<file path="config.mk">
export PLATFORM = sky130hd
export DESIGN_NAME = shot_clock_input_ctrl
export DESIGN_NICKNAME = d
export VERILOG_FILES = /design/src/rtl/shot_clock_input_ctrl.sv
export SDC_FILE = /design/constraint.sdc
export NUM_CORES = 1
export LEC_CHECK = 0
export CAP_MARGIN = 10
export CELL_PAD_IN_SITES_DETAIL_PLACEMENT = 0
export CELL_PAD_IN_SITES_GLOBAL_PLACEMENT = 2
export CORE_AREA = 2 2 100 102
export CTS_CLUSTER_SIZE = 14
export DETAILED_ROUTE_END_ITERATION = 16
export DIE_AREA = 0 0 102 104
export PLACE_DENSITY_LB_ADDON = 0.12
export REMOVE_ABC_BUFFERS = 1
export SYNTH_ARGS = -nofsm -noshare
export SYNTH_HDL_FRONTEND = slang
export SYNTH_SLANG_ARGS = --single-unit
</file>
<file path="constraint.sdc">
create_clock -name clk -period 2.05 [get_ports clk]
set_input_delay 0.205 -clock clk [delete_from_list [all_inputs] [get_ports clk]]
set_output_delay 0.205 -clock clk [all_outputs]
set_load 0.02 [all_outputs]
</file>
<file path="src/rtl/shot_clock_input_ctrl.sv">
// shot_clock_input_ctrl: syncs and debounces board keys/switch into pause, clock_rst pulse and mode_switch.
// Optional reset-key hold feature enabled by defining SHOT_CLOCK_HOLD_EN.
module shot_clock_input_ctrl #(
  parameter int DEBOUNCE_CYCLES  = 500000,
  parameter int RST_PULSE_CYCLES = 2,
  parameter int HOLD_CYCLES      = 100000000
) (
  input  logic clk,
  input  logic rst,
  input  logic key_pause_n,
  input  logic key_reset_n,
  input  logic sw_mode,
  output logic pause,
  output logic clock_rst,
  output logic mode_switch,
  output logic hold_active
);
  localparam int CW = $clog2(DEBOUNCE_CYCLES + 1);
  localparam int PW = $clog2(RST_PULSE_CYCLES + 1);
  // bit 0 pause key, bit 1 reset key, bit 2 mode switch; keys idle released (high)
  localparam logic [2:0] INIT = 3'b011;
  typedef enum logic {IDLE, PULSE} state_t;
  state_t state;
  logic [PW-1:0] pcnt;
  logic [2:0] raw, s1, s2, deb, deb_d;
  logic [CW-1:0] cnt [3];
  logic pause_press, rst_press, mode_chg, trig, hold_fire;
  assign raw = {sw_mode, key_reset_n, key_pause_n};
  assign pause_press = deb_d[0] & ~deb[0];
  assign rst_press = deb_d[1] & ~deb[1];
  assign mode_chg = deb_d[2] ^ deb[2];
  assign trig = rst_press | mode_chg;
  assign mode_switch = deb_d[2];
  always_ff @(posedge clk or posedge rst)
    if (rst) begin
      s1 <= INIT;
      s2 <= INIT;
      deb <= INIT;
      deb_d <= INIT;
      for (int i = 0; i < 3; i++) cnt[i] <= '0;
    end else begin
      s1 <= raw;
      s2 <= s1;
      deb_d <= deb;
      for (int i = 0; i < 3; i++)
        if (s2[i] == deb[i]) cnt[i] <= '0;
        else if (cnt[i] == CW'(DEBOUNCE_CYCLES - 1)) begin
          deb[i] <= s2[i];
          cnt[i] <= '0;
        end else cnt[i] <= cnt[i] + 1'b1;
    end
  // a trigger during a pulse reloads the counter, so pulses only ever stretch
  always_ff @(posedge clk or posedge rst)
    if (rst) begin
      state <= IDLE;
      pcnt <= '0;
      clock_rst <= 1'b0;
    end else if (trig) begin
      state <= PULSE;
      pcnt <= PW'(RST_PULSE_CYCLES - 1);
      clock_rst <= 1'b1;
    end else if (state == PULSE && pcnt == '0) begin
      state <= IDLE;
      clock_rst <= 1'b0;
    end else if (state == PULSE) pcnt <= pcnt - 1'b1;
  always_ff @(posedge clk or posedge rst)
    if (rst) pause <= 1'b0;
    else if (rst_press) pause <= 1'b0;
    else if (hold_fire) pause <= 1'b1;
    else if (pause_press) pause <= ~(pause | hold_active);
`ifdef SHOT_CLOCK_HOLD_EN
  localparam int HW = $clog2(HOLD_CYCLES + 1);
  logic [HW-1:0] hcnt;
  assign hold_fire = ~deb[1] && hcnt == HW'(HOLD_CYCLES - 1);
  always_ff @(posedge clk or posedge rst)
    if (rst) begin
      hcnt <= '0;
      hold_active <= 1'b0;
    end else begin
      hcnt <= deb[1] ? '0 : (hcnt == HW'(HOLD_CYCLES)) ? hcnt : hcnt + 1'b1;
      hold_active <= hold_fire | (hold_active & ~pause_press);
    end
`else
  assign hold_fire = 1'b0;
  assign hold_active = 1'b0;
`endif
endmodule

</file>
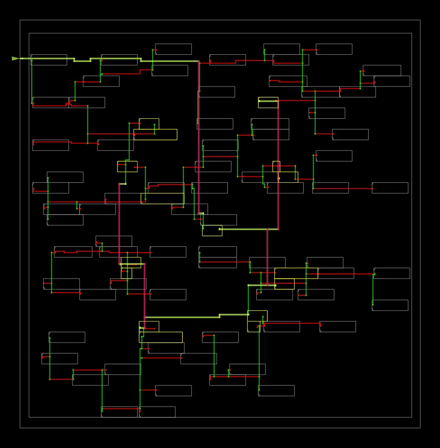
Fig. 1. Clock nets.
layout clock buffer count: 9
Num CTS Buffers: 9
clock network power consumption: 1.49 mW
number of sequential cells: 73

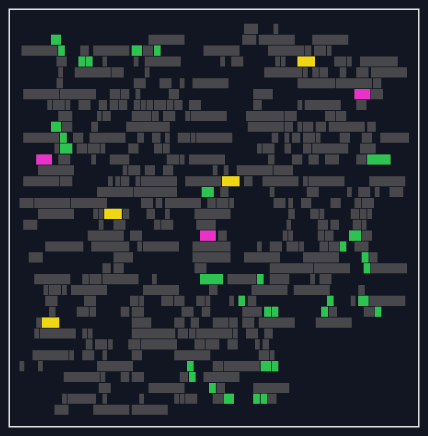
Fig. 2. Gate-type map.
Scale: 4 px per micron.
- green: inverting AOI/OAI gates (cells 32; most used a21oi_1; where spread over the die)
- yellow: adder and majority cells (cells 4; most used ha_1)
- magenta: multiplexers (cells 3; most used mux2_2)

==> results_tabular.tex <==
% Auto-generated results table
\begin{tabular}{lr}
\hline
Metric & Value \\
\hline
\multicolumn{2}{l}{\textbf{Worst setup path}} \\
Startpoint of the lowest-slack register-to-register path & cnt[33]\$\_DFF\_PP0\_ \\
Critical path data arrival time & 2.25 ns \\
Kind of launch point of the worst setup path & register \\
Critical path required time & 2.32 ns \\
End of the worst register-to-register path & deb[1]\$\_DFFE\_PP1P\_ \\
Register-to-Register Path Depth & 4 \\
CP endpoint & deb[1]\$\_DFFE\_PP1P\_ \\
Worst Setup Path Type & reg2reg \\
Critical-path maximum fanout & 2 \\
Endpoint kind of the worst setup timing path & register \\
\multicolumn{2}{l}{\textbf{Synth}} \\
Area of the mapped netlist & 3456 sq um \\
Cell count in the Yosys report & 336 \\
Warnings from Yosys & 0 \\
Flip-flop and latch count after synthesis & 73 \\
Synth Seq Share & 53.15\% \\
Gate count after technology mapping & 336 \\
Unique masters post-synth & 38 \\
\multicolumn{2}{l}{\textbf{Final layout}} \\
Tally of non-filler cells in the final layout & 513 \\
Cell area after layout & 4165 sq um \\
Net count, final & 384 \\
Most frequent logic cells in the routed design & 65 x dfrtp\_1, 49 x nor2\_1, 28 x xnor2\_1 \\
Share of cells above drive strength 1 & 18.16\% \\
End-of-flow core utilization & 43.62\% \\
Relative area change from synthesis to final layout & 20.53\% \\
Diode count & 0 \\
\multicolumn{2}{l}{\textbf{Route}} \\
Routed WL per cell & 13.37 microns \\
DR iter-0 viols & 48 \\
Total via count in the routed design & 2467 \\
Total wire length after detailed routing & 6861 microns \\
Count of nets left with antenna violations after detail routing & 0 \\
Initial DRT Pass Iterations & 4 \\
Met1 wire length & 3566 microns \\
Number of remaining DRC errors & 0 \\
Top routing layer in use & met4 \\
Met2 WL & 3015 microns \\
\multicolumn{2}{l}{\textbf{Clock tree}} \\
CTS HTree Levels & 3 \\
Sink Count & 73 \\
Clock root buffer & clkbuf\_8 \\
Clock input transition at the sequential cells of the worst setup and hold paths & 0.08 ns \\
Clock buffer depth & 2 \\
Post-CTS Hold Buffers & 0 \\
TritonCTS clock tree & built \\
\multicolumn{2}{l}{\textbf{Final timing}} \\
Final worst setup slack & 0.07245 ns \\
Number of pins exceeding their max-slew limit in the final report & 0 \\
Number of setup violations in the final report & 0 \\
Post-route clock skew & 0.01065 ns \\
TNS Setup & 0 ns \\
Unrepaired setup endpoints after global routing & yes \\
Min cycle time layout & 1.978 ns \\
Hold\_ws & 0.2500 ns \\
Highest attainable clock frequency & 0.5057 GHz \\
Post-layout period usage of the worst path & 96.47\% \\
Final Hold Violation Tally & 0 \\
\multicolumn{2}{l}{\textbf{Global routing}} \\
Total congestion overflow & 0 \\
Via count of the first global-routing pass & 2372 \\
Pin count of the biggest net entering global routing & 74 \\
Global routing usage summed across all routing layers & 14.27\% \\
Initial antenna violation count & 0 \\
\multicolumn{2}{l}{\textbf{Floorplanning}} \\
Chip area & 10610 sq um \\
Chip Height & 104 microns \\
Floorplan die width & 102 microns \\
FP Rows & 36 \\
Floorplan Core Area & 9549 sq um \\
Count of boundary I/O pins & 9 \\
Initial standard-cell utilization of the core & 36.19\% \\
\multicolumn{2}{l}{\textbf{Power and ir drop}} \\
Pwr Total & 3.080 mW \\
Leakage component of the power & 1.681 nW \\
Largest voltage drop on the vdd net & 0.3521 mV \\
Power density over cell area & 739.4 nW/um\^{}2 \\
\multicolumn{2}{l}{\textbf{Placed design}} \\
Number of buffers added on ports & 7 \\
Post-place instance area & 3895 sq um \\
Weighted congestion at the end of routability-driven global placement & 0.7732 \\
DP Worst Slack & 0.04840 ns \\
\# placed instances & 497 \\
HPWL reported at the end of detailed placement & 4667 microns \\
\multicolumn{2}{l}{\textbf{Run}} \\
Number of violations of the max-capacitance limit & 0 \\
Count of tool warnings & 26 \\
\multicolumn{2}{l}{\textbf{Min path}} \\
Class of the most critical hold timing path & in2async \\
\multicolumn{2}{l}{\textbf{Run status}} \\
Result of the run & finished, final reports clean \\
\hline
\end{tabular}
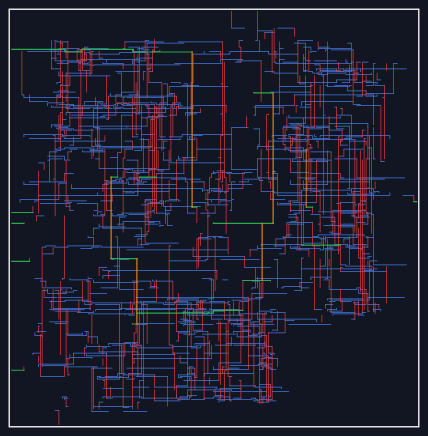
Fig. 3. Signal wires by layer.
Scale: 4 px per micron.
- orange: met4 (wire length 137 microns)
- blue: met1 (wire length 3570 microns)
- green: met3 (wire length 144 microns)
- red: met2 (wire length 3020 microns)

routing by layer:
layer | global-route usage, % | up-vias
met3 | 3.226 | 14
met4 | 6.571 | 0
met5 | 0 | -
met2 | 20.21 | 22
li1 | - | 1249
met1 | 20.57 | 1182
cells in the mapped netlist (all sizes together):
library cell	instances	area (sq um)
dfrtp	65	1627
nor2	51	191.4
xnor2	28	245.2
nand3	20	100.1
nand2	18	67.56
xor2	15	131.4
a21oi	14	70.07
nand4	13	81.33
inv	12	45.04
or3	11	68.82
o21ai	10	76.32
or4	10	82.58
dfstp	8	210.2
nor3	7	35.03
nor4	7	43.79
buf	6	45.04
o31ai	6	45.04
and4	5	43.79
ha	4	50.05
or4b	4	40.04
and2	3	18.77
mux2	3	33.78
nor2b	3	18.77
or2	3	18.77
clkbuf	2	7.510
nor4b	2	17.52
a2111oi	1	8.760
and3	1	6.260
conb	1	3.750
nand2b	1	6.260
nand3b	1	7.510
o41ai	1	8.760
power by group:
part           internal [mW]  switching, mW  leakage, nW  total [mW]
combinational         0.0396         0.0674        0.572       0.107
clock                  0.933          0.556        0.130        1.49
sequential              1.46         0.0200        0.979        1.48
cell type report:
cell class              instances  area (sq um)
clock inverters                 7         141.4
flip-flops and latches         73          1837
multi-input cells             243          1526
inverters                      12         45.04
fillers                       951          5384
repair buffers                 36         325.3
well taps                     133         166.4
clock buffers                   9         123.9
critical path: stages, from the launching register on:
cell and delay, ns:
dfrtp_1 0.37, or4b_1 0.51, or4_4 0.56, nor2_2 0.13
mux2_2 0.33
logic make-up after synthesis:
family / count (synthesis) / synth area share (%)
multiplexers: 3 / 0.9775
other: 1 / 0.1085
AND/OR/NAND/NOR: 160 / 24.55
XOR/XNOR: 43 / 10.90
flip-flops: 73 / 53.15
buffers and inverters: 20 / 2.824
adder cells (fa/ha/maj): 4 / 1.448
AND-OR/OR-AND: 32 / 6.046
worst min path at each step:
| stage | cells after the start | start | end | slack [ns] |
|---|---|---|---|---|
| 6_report | 3 | rst | cnt[25]$_DFF_PP0_ | 0.25 |
| 5_1_grt | 1 | key_reset_n | s1[1]$_DFF_PP1_ | 0.25 |
| 3_3_place_gp | 0 | s1[2]$_DFF_PP0_ | s2[2]$_DFF_PP0_ | 0.34 |
| 3_5_place_dp | 0 | s1[2]$_DFF_PP0_ | s2[2]$_DFF_PP0_ | 0.34 |
| 2_1_floorplan | 0 | key_pause_n | s1[0]$_DFF_PP1_ | 0.21 |
| 4_1_cts | 1 | key_reset_n | s1[1]$_DFF_PP1_ | 0.25 |
registers in the layout, indices dropped and copies added (netlist names):
signal	cells
pause	1
s1	3
deb_d	3
s2	3
deb	3
state	1
pcnt	2
cnt	57
repair_timing:
| action | in CTS | in global routing |
|---|---|---|
| gates resized | 0 | 2 |
| buffers inserted | 0 | 0 |
| endpoints found under the hold margin | 0 | 0 |
| endpoints found under the setup margin | 0 | 2 |
No activity file was given, so power comes from the tool's default toggle rates.
